==> run_1/io_placement.png <==
Pins as bars across the die edge, other pins in gray.
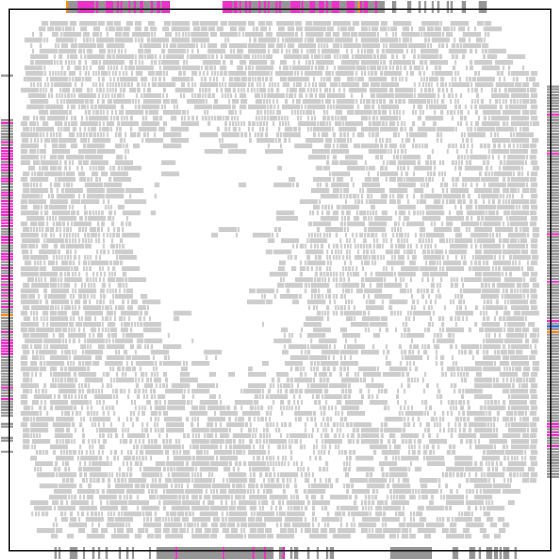
==> run_1/congestion.png <==
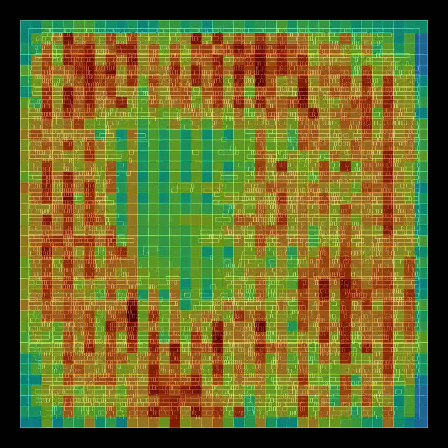
==> run_1/wires.png <==
Scale bar: 100 um.
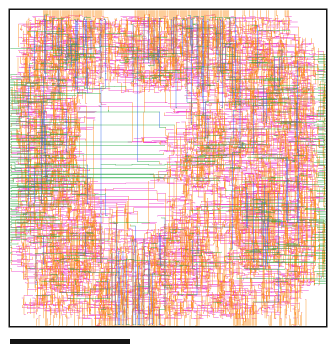
==> run_1/placement_by_type.png <==
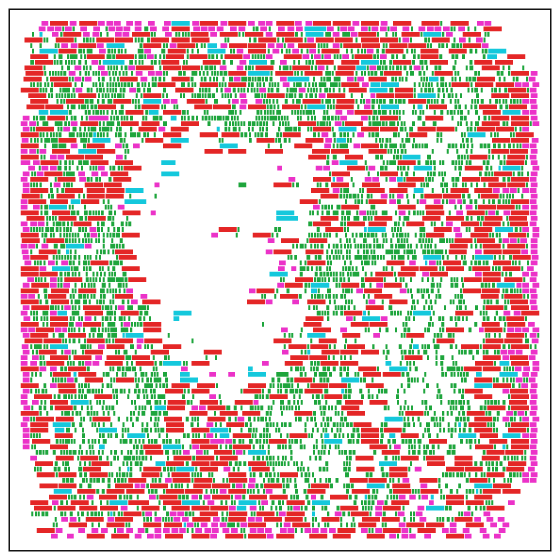
## src/rtl/ext_trigger_monitor.sv

```systemverilog
// ext_trigger_monitor
//
// Diagnostic monitor for raw front-panel triggers in the 40 MHz TTC domain.
// Each of the NCH channels detects rising edges with a programmable low-time
// re-arm that rejects glitches. It counts accepted edges, wrapping or
// saturating, with a sticky overflow flag. It also measures the interval
// between consecutive accepted edges. A snapshot request captures every
// channel's post-update count and interval atomically, so the readout is
// consistent.
//
// Parameters:
//   NCH      number of trigger channels (1..16)
//   CNT_W    trigger counter width per channel
//   DT_W     interval width per channel, in 25 ns ticks
//   MIN_LOW  consecutive low cycles needed before a channel re-arms (1..255)
//   SAT      0 = counters wrap on overflow, 1 = counters hold at all-ones
//
// Ports:
//   ttc_clk                in   40 MHz clock; all logic on its rising edge
//   reset40_n              in   async active-low reset, released synchronously
//   rst_trigger_timestamp  in   sync clear of counts, intervals, overflow, timers
//   ext_trigger            in   NCH raw triggers, already synchronous to ttc_clk
//   chan_enable            in   NCH per-channel count enable
//   snap_req               in   single-cycle snapshot request
//   trig_pulse             out  NCH one-cycle pulse per accepted edge
//   raw_ext_trigger_count  out  live counts, channel i at [i*CNT_W +: CNT_W]
//   ext_trig_delta_t       out  last interval, channel i at [i*DT_W +: DT_W]
//   delta_valid            out  NCH, channel has seen two or more accepted edges
//   overflow               out  NCH sticky counter overflow
//   snap_count             out  snapshot of counts
//   snap_delta             out  snapshot of intervals
//   snap_valid             out  one-cycle pulse when the snapshot updates

module ext_trigger_monitor #(
  parameter int NCH     = 4,
  parameter int CNT_W   = 32,
  parameter int DT_W    = 32,
  parameter int MIN_LOW = 1,
  parameter int SAT     = 0
) (
  input  logic                 ttc_clk,
  input  logic                 reset40_n,
  input  logic                 rst_trigger_timestamp,
  input  logic [NCH-1:0]       ext_trigger,
  input  logic [NCH-1:0]       chan_enable,
  input  logic                 snap_req,
  output logic [NCH-1:0]       trig_pulse,
  output logic [NCH*CNT_W-1:0] raw_ext_trigger_count,
  output logic [NCH*DT_W-1:0]  ext_trig_delta_t,
  output logic [NCH-1:0]       delta_valid,
  output logic [NCH-1:0]       overflow,
  output logic [NCH*CNT_W-1:0] snap_count,
  output logic [NCH*DT_W-1:0]  snap_delta,
  output logic                 snap_valid
);

  localparam int LOW_W = 8;
  localparam logic [LOW_W-1:0] MIN_LOW_V = LOW_W'(MIN_LOW);

  typedef enum logic [1:0] {
    IDLE  = 2'd0,
    HIGH  = 2'd1,
    REARM = 2'd2
  } state_t;

  // Reset synchroniser: reset40_n clears the whole block immediately.
  // Release is retimed through two flops so that every register leaves
  // reset on the same ttc_clk edge.
  logic [1:0] rst_pipe;
  logic       rst_n;

  always_ff @(posedge ttc_clk or negedge reset40_n) begin
    if (!reset40_n) begin
      rst_pipe <= 2'b00;
    end else begin
      rst_pipe <= {rst_pipe[0], 1'b1};
    end
  end

  assign rst_n = rst_pipe[1];

  // Post-update values of every channel for this cycle. These feed the
  // snapshot registers, so a snapshot equals what the live outputs show
  // one cycle later.
  logic [NCH*CNT_W-1:0] count_next;
  logic [NCH*DT_W-1:0]  delta_next;

  for (genvar i = 0; i < NCH; i++) begin : g_ch

    logic             trig_in;
    state_t           state_q;
    state_t           state_d;
    logic [LOW_W-1:0] low_cnt_q;
    logic [LOW_W-1:0] low_cnt_d;
    logic             armed_q;
    logic             edge_ev;
    logic             accept;

    logic [CNT_W-1:0] cnt_q;
    logic [CNT_W-1:0] cnt_d;
    logic [DT_W-1:0]  dt_q;
    logic [DT_W-1:0]  dt_d;
    logic [DT_W-1:0]  tmr_q;
    logic [DT_W-1:0]  tmr_d;
    logic             first_q;
    logic             first_d;
    logic             dv_q;
    logic             dv_d;
    logic             ovf_q;
    logic             ovf_d;
    logic             pulse_q;

    assign trig_in = ext_trigger[i];
    assign accept  = edge_ev & chan_enable[i];

    // armed_q is clear after reset until the input has been seen low.
    // A trigger that is already high when reset releases therefore lands
    // in HIGH without producing an edge. It only counts once the input
    // has gone low and then high again.
    always_ff @(posedge ttc_clk or negedge rst_n) begin
      if (!rst_n) begin
        armed_q <= 1'b0;
      end else if (!trig_in) begin
        armed_q <= 1'b1;
      end
    end

    // Edge detector state register.
    always_ff @(posedge ttc_clk or negedge rst_n) begin
      if (!rst_n) begin
        state_q   <= IDLE;
        low_cnt_q <= '0;
      end else begin
        state_q   <= state_d;
        low_cnt_q <= low_cnt_d;
      end
    end

    // Edge detector next state. An edge is reported only when leaving IDLE.
    // A high seen while in REARM is treated as a glitch: the FSM follows
    // the level back to HIGH, but no edge is reported.
    always_comb begin
      state_d   = state_q;
      low_cnt_d = low_cnt_q;
      edge_ev   = 1'b0;
      unique case (state_q)
        IDLE: begin
          if (trig_in) begin
            state_d = HIGH;
            edge_ev = armed_q;
          end
        end
        HIGH: begin
          if (!trig_in) begin
            if (MIN_LOW <= 1) begin
              state_d = IDLE;
            end else begin
              state_d   = REARM;
              low_cnt_d = LOW_W'(1);
            end
          end
        end
        REARM: begin
          if (trig_in) begin
            state_d   = HIGH;
            low_cnt_d = '0;
          end else if (low_cnt_q + 1'b1 == MIN_LOW_V) begin
            state_d   = IDLE;
            low_cnt_d = '0;
          end else begin
            low_cnt_d = low_cnt_q + 1'b1;
          end
        end
        default: begin
          state_d   = IDLE;
          low_cnt_d = '0;
        end
      endcase
    end

    // Counter, interval and timer update.
    // The timer runs every cycle and saturates. An accepted edge reloads
    // it to 1, so when the next accepted edge arrives the timer holds the
    // exact cycle distance between the two edges. The synchronous clear
    // takes priority over a coincident edge. That edge is not counted,
    // although its pulse is still emitted.
    always_comb begin
      cnt_d   = cnt_q;
      dt_d    = dt_q;
      tmr_d   = (&tmr_q) ? tmr_q : tmr_q + 1'b1;
      first_d = first_q;
      dv_d    = dv_q;
      ovf_d   = ovf_q;
      if (rst_trigger_timestamp) begin
        cnt_d   = '0;
        dt_d    = '0;
        tmr_d   = '0;
        first_d = 1'b0;
        dv_d    = 1'b0;
        ovf_d   = 1'b0;
      end else if (accept) begin
        if (&cnt_q) begin
          ovf_d = 1'b1;
          cnt_d = (SAT != 0) ? cnt_q : '0;
        end else begin
          cnt_d = cnt_q + 1'b1;
        end
        tmr_d   = DT_W'(1);
        first_d = 1'b1;
        if (first_q) begin
          dt_d = tmr_q;
          dv_d = 1'b1;
        end
      end
    end

    // Per-channel datapath registers.
    always_ff @(posedge ttc_clk or negedge rst_n) begin
      if (!rst_n) begin
        cnt_q   <= '0;
        dt_q    <= '0;
        tmr_q   <= '0;
        first_q <= 1'b0;
        dv_q    <= 1'b0;
        ovf_q   <= 1'b0;
        pulse_q <= 1'b0;
      end else begin
        cnt_q   <= cnt_d;
        dt_q    <= dt_d;
        tmr_q   <= tmr_d;
        first_q <= first_d;
        dv_q    <= dv_d;
        ovf_q   <= ovf_d;
        pulse_q <= accept;
      end
    end

    assign trig_pulse[i]                           = pulse_q;
    assign raw_ext_trigger_count[i*CNT_W +: CNT_W] = cnt_q;
    assign ext_trig_delta_t[i*DT_W +: DT_W]        = dt_q;
    assign delta_valid[i]                          = dv_q;
    assign overflow[i]                             = ovf_q;
    assign count_next[i*CNT_W +: CNT_W]            = cnt_d;
    assign delta_next[i*DT_W +: DT_W]              = dt_d;
  end

  // Snapshot registers. All channels load from their next-state values in
  // the same cycle, so the capture is atomic across the whole block.
  // A request that coincides with the synchronous clear captures zeros.
  always_ff @(posedge ttc_clk or negedge rst_n) begin
    if (!rst_n) begin
      snap_count <= '0;
      snap_delta <= '0;
      snap_valid <= 1'b0;
    end else begin
      snap_valid <= snap_req;
      if (snap_req) begin
        snap_count <= count_next;
        snap_delta <= delta_next;
      end
    end
  end

endmodule
```

## config.mk

```make
export PLATFORM = sky130hd
export DESIGN_NAME = ext_trigger_monitor
export DESIGN_NICKNAME = d
export VERILOG_FILES = /design/src/rtl/ext_trigger_monitor.sv
export SDC_FILE = /design/constraint.sdc
export NUM_CORES = 1
export LEC_CHECK = 0
export ABC_AREA = 1
export CAP_MARGIN = 5
export CORE_MARGIN = 5
export CORE_UTILIZATION = 50
export DETAILED_ROUTE_END_ITERATION = 8
export PLACE_DENSITY = 0.85
export SETUP_SLACK_MARGIN = 0.5
export SLEW_MARGIN = 15
export SYNTH_ARGS = -nofsm -noshare
export SYNTH_HDL_FRONTEND = slang
export SYNTH_SLANG_ARGS = --single-unit
```

## constraint.sdc

```tcl
create_clock -name ttc_clk -period 24.1 [get_ports ttc_clk]
set_clock_uncertainty 0.15 [all_clocks]
set_input_delay 2.41 -clock ttc_clk [delete_from_list [all_inputs] [get_ports ttc_clk]]
set_output_delay 2.41 -clock ttc_clk [all_outputs]
set_load 0.01 [all_outputs]
```

==> impl_metrics.csv, run 1 <==
group,metric,value,unit
final_layout,comb_share,0.322,
clocking,cts_hold_buf,0,
synth,xor_share,0.0109,
drt,viasPerCell,5.37,
global_routing,grt_pass1_vias,29300,
pwr,largestPowerGroup,"clock",
outcome,status,"finished, final reports clean",
drt,ant_nets,0,
die,io_pins,537,
final_layout,buf_share,0.137,
pwr,p_clk_frac,0.489,
global_routing,busiest_layer,"met2",
global_routing,grt_max_degree,189,
final_timing,relSlewSlack,0.198,
setup_path,crit_chain,"clkdlybuf4s50_1, nand2_1, nor2_2, nand2_2, o21ai_0, a21oi_1, nand2_1, nand2_1",
final_timing,hold_violations,0,
synth,synth_seq_share,0.519,
pwr,ir_drop,0.0534,mV
final_layout,nClkBuffers,101,
final_layout,antenna_cells,0,
flow_run,cap_viol_max_count,0,
setup_path,crit_path_frequent_cell,"nand2_1",
setup_path,worstSetupPathDepth,8,
drt,route.top_layer_used,"met4",
final_timing,drv_slew,0,
setup_path,critical_path.startpoint,"ext_trigger[1]",
synth,netlist_instances,4177,
synth,edf_count,0,
synth,ys_sh_aoi,0.0703,
synth,syn-num-nets,4197,
setup_path,endpoint,"snap_delta[63]$_DFFE_PN0P_",
final_layout,num-fill-cells,5434,
place,gp_congestion,0.977,
clocking,post_cts_resized,0,
global_routing,gr-total-overflow,0,
final_timing,finalCritPeriodShare,0.203,
clocking,cts_buffer_depth,3,
## Picture notes: io_placement.png
legend:
  orange:
    port: `overflow`
    pins: 4
    direction: output
    edge: 2 north, 1 east, 1 west
  magenta:
    port: `snap_count`
    pins: 128
    direction: output
    edge: 67 north, 46 west, 10 east, 5 south
  blue:
    port: `rst_trigger_timestamp`
    pins: 1
    direction: input
    edge: east

## Picture notes: congestion.png
M1 GR Usage: 0.371
Layout Utilization: 0.630
routing usage on met3: 0.0779
grt met2 use: 0.473
WL per Instance: 18.9 um

## Picture notes: wires.png
legend:
  orange:
    layer: metal 2
    wire_length: 48.7 mm
  green:
    layer: metal 3
    wire_length: 9240 um
  blue:
    layer: metal 4
    wire_length: 4990 um
  magenta:
    layer: metal 1
    wire_length: 41.7 mm
vias: 29800
global-route usage over all layers: 0.292
WL final: 105 mm

## Picture notes: placement_by_type.png
legend:
  cyan:
    class: clock drivers and dummy loads
    cells: 134
    share_of_their_area: 6.4%
  red:
    class: sequential cells
    cells: 667
    share_of_their_area: 42%
  green:
    class: combinational and other logic
    cells: 3343
    share_of_their_area: 37%
  magenta:
    class: remaining buffers and delay cells
    cells: 553
    share_of_their_area: 14%
design area: 40400 um^2
std cell rows: 93
Seq area share: 0.413
core area: 64100 um^2

==> run_1/metal_density.png <==
Scale bar: 100 um. 26 x 26 tiles, from dark blue (low) to red (high), scaled to the fullest tile. Values are wire area over tile area, all layers added.
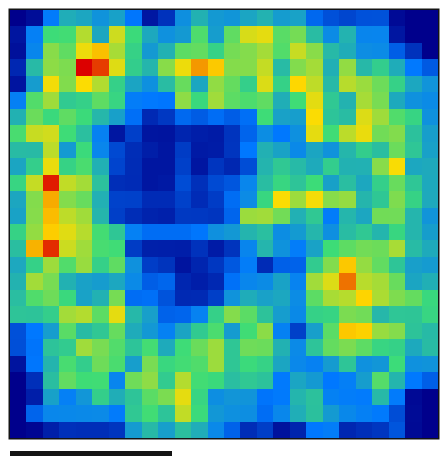

## Run 2: what changed since run 1
==> constraint.sdc (replaced) <==
create_clock -name ttc_clk -period 4.9 [get_ports ttc_clk]
set_clock_uncertainty 0.15 [all_clocks]
set_input_delay 0.49 -clock ttc_clk [delete_from_list [all_inputs] [get_ports ttc_clk]]
set_output_delay 0.49 -clock ttc_clk [all_outputs]
set_load 0.01 [all_outputs]
==> run_2/metal_density.png <==
Scale bar: 100 um. 26 x 26 tiles, from dark blue (low) to red (high), scaled to the fullest tile. Values are wire area over tile area, all layers added.
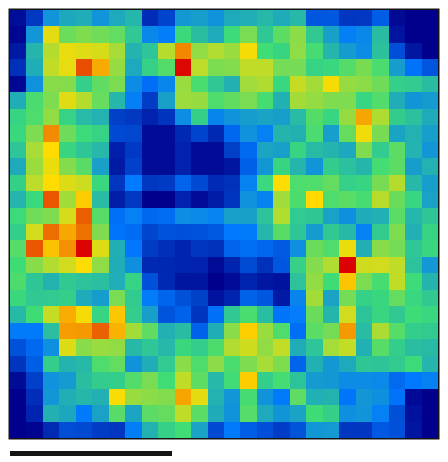
emptiest ninth of the die: center
tiles over half the peak: 34%
nearly empty tiles: 2.5%
global-route usage over all layers: 0.286
WL final: 102 mm
WL per Instance: 18.4 um

==> run_2/io_placement.png <==
Pins as bars across the die edge, other pins in gray.
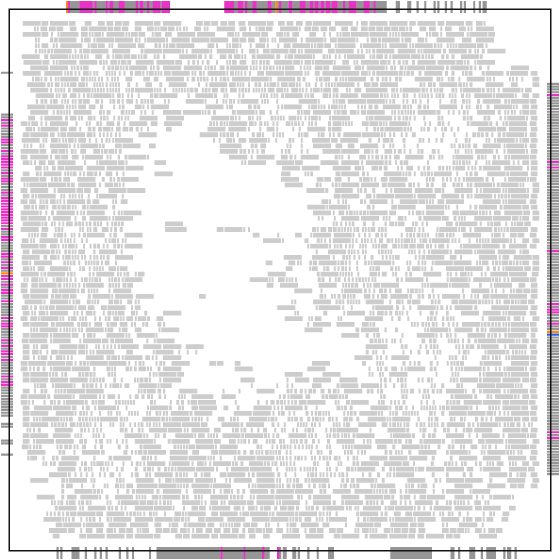
legend:
  magenta:
    port: `snap_count`
    pins: 128
    direction: output
    edge: 66 north, 48 west, 10 east, 4 south
  blue:
    port: `rst_trigger_timestamp`
    pins: 1
    direction: input
    edge: east
  orange:
    port: `overflow`
    pins: 4
    direction: output
    edge: 2 north, 1 east, 1 west
all pins by edge: 157 north, 141 east, 124 south, 115 west

==> run 2 against run 1 <==
  * Largest cell class unchanged
  * Sequential power rose to 4.9 times the previous value
  * Global-route usage fell by 0.56 points
  * Synthesized cell count did not move
  * Combinational power rose to 4.9 times the previous value
  * Highest routed layer unchanged
  * Critical path type is now reg -> reg
  * Die size did not move
  * Cell area fell by 0.14%
  * Setup slack got worse by 17000 ps
  * Wire length fell by 2.5%
  * Critical path depth rose by 1
  * Final cell count fell by 0.16%
  * Clock-buffer cell count fell by 7
==> impl_metrics.csv, run 2 <==
group,metric,value,unit
setup_path,critical_path.startpoint,"g_ch[1].tmr_q[1]$_DFFE_PN0P_",
setup_path,reg2reg_depth,9,
global_routing,use_met3,0.0707,
synth,synth_area_leader_cell,"dfrtp_1",
final_layout,final_util,0.629,
global_routing,busiest_layer,"met2",
final_timing,finalCritPeriodShare,0.584,
synth,xor_share,0.0109,
flow_run,cap_viol_max_count,0,
clocking,post_cts_resized,0,
drt,viasPerCell,5.35,
synth,ys_sh_aoi,0.0703,
global_routing,grtUsageMet1,0.377,
final_layout,sh_seq_area,0.414,
synth,edf_count,0,
die,io_pins,537,
final_layout,inverters,427,
final_layout,nClkBuffers,94,
final_timing,hold_violations,0,
pwr,p_clk_frac,0.482,
place,gp_congestion,0.984,
setup_path,endpoint,"g_ch[1].tmr_q[8]$_DFFE_PN0P_",
drt,drt_iter0_drc,2654,
global_routing,grt_util_met2,0.458,
final_layout,buf_share,0.138,
final_layout,comb_share,0.322,
synth,synth_seq_share,0.519,
pwr,ir_drop,0.293,mV
pwr,power.switching,0.00266,W
setup_path,worstSetupPathDepth,9,
final_timing,drv_slew,0,
final_layout,antenna_cells,1,
clocking,cts_hold_buf,1,
pwr,p_int,0.00900,W
die,coreArea,64100,um^2
drt,num_vias,29600,
drt,ant_nets,0,
clocking,root_buffer,"clkbuf_16",
outcome,status,"finished, final reports clean",
place,place_area,37900,um^2
clocking,cts_buffer_depth,3,
drt,route.top_layer_used,"met4",
synth,netlist_instances,4177,
global_routing,gr-total-overflow,0,
Power figures rest on the tool's default switching activity, not on a simulated workload.
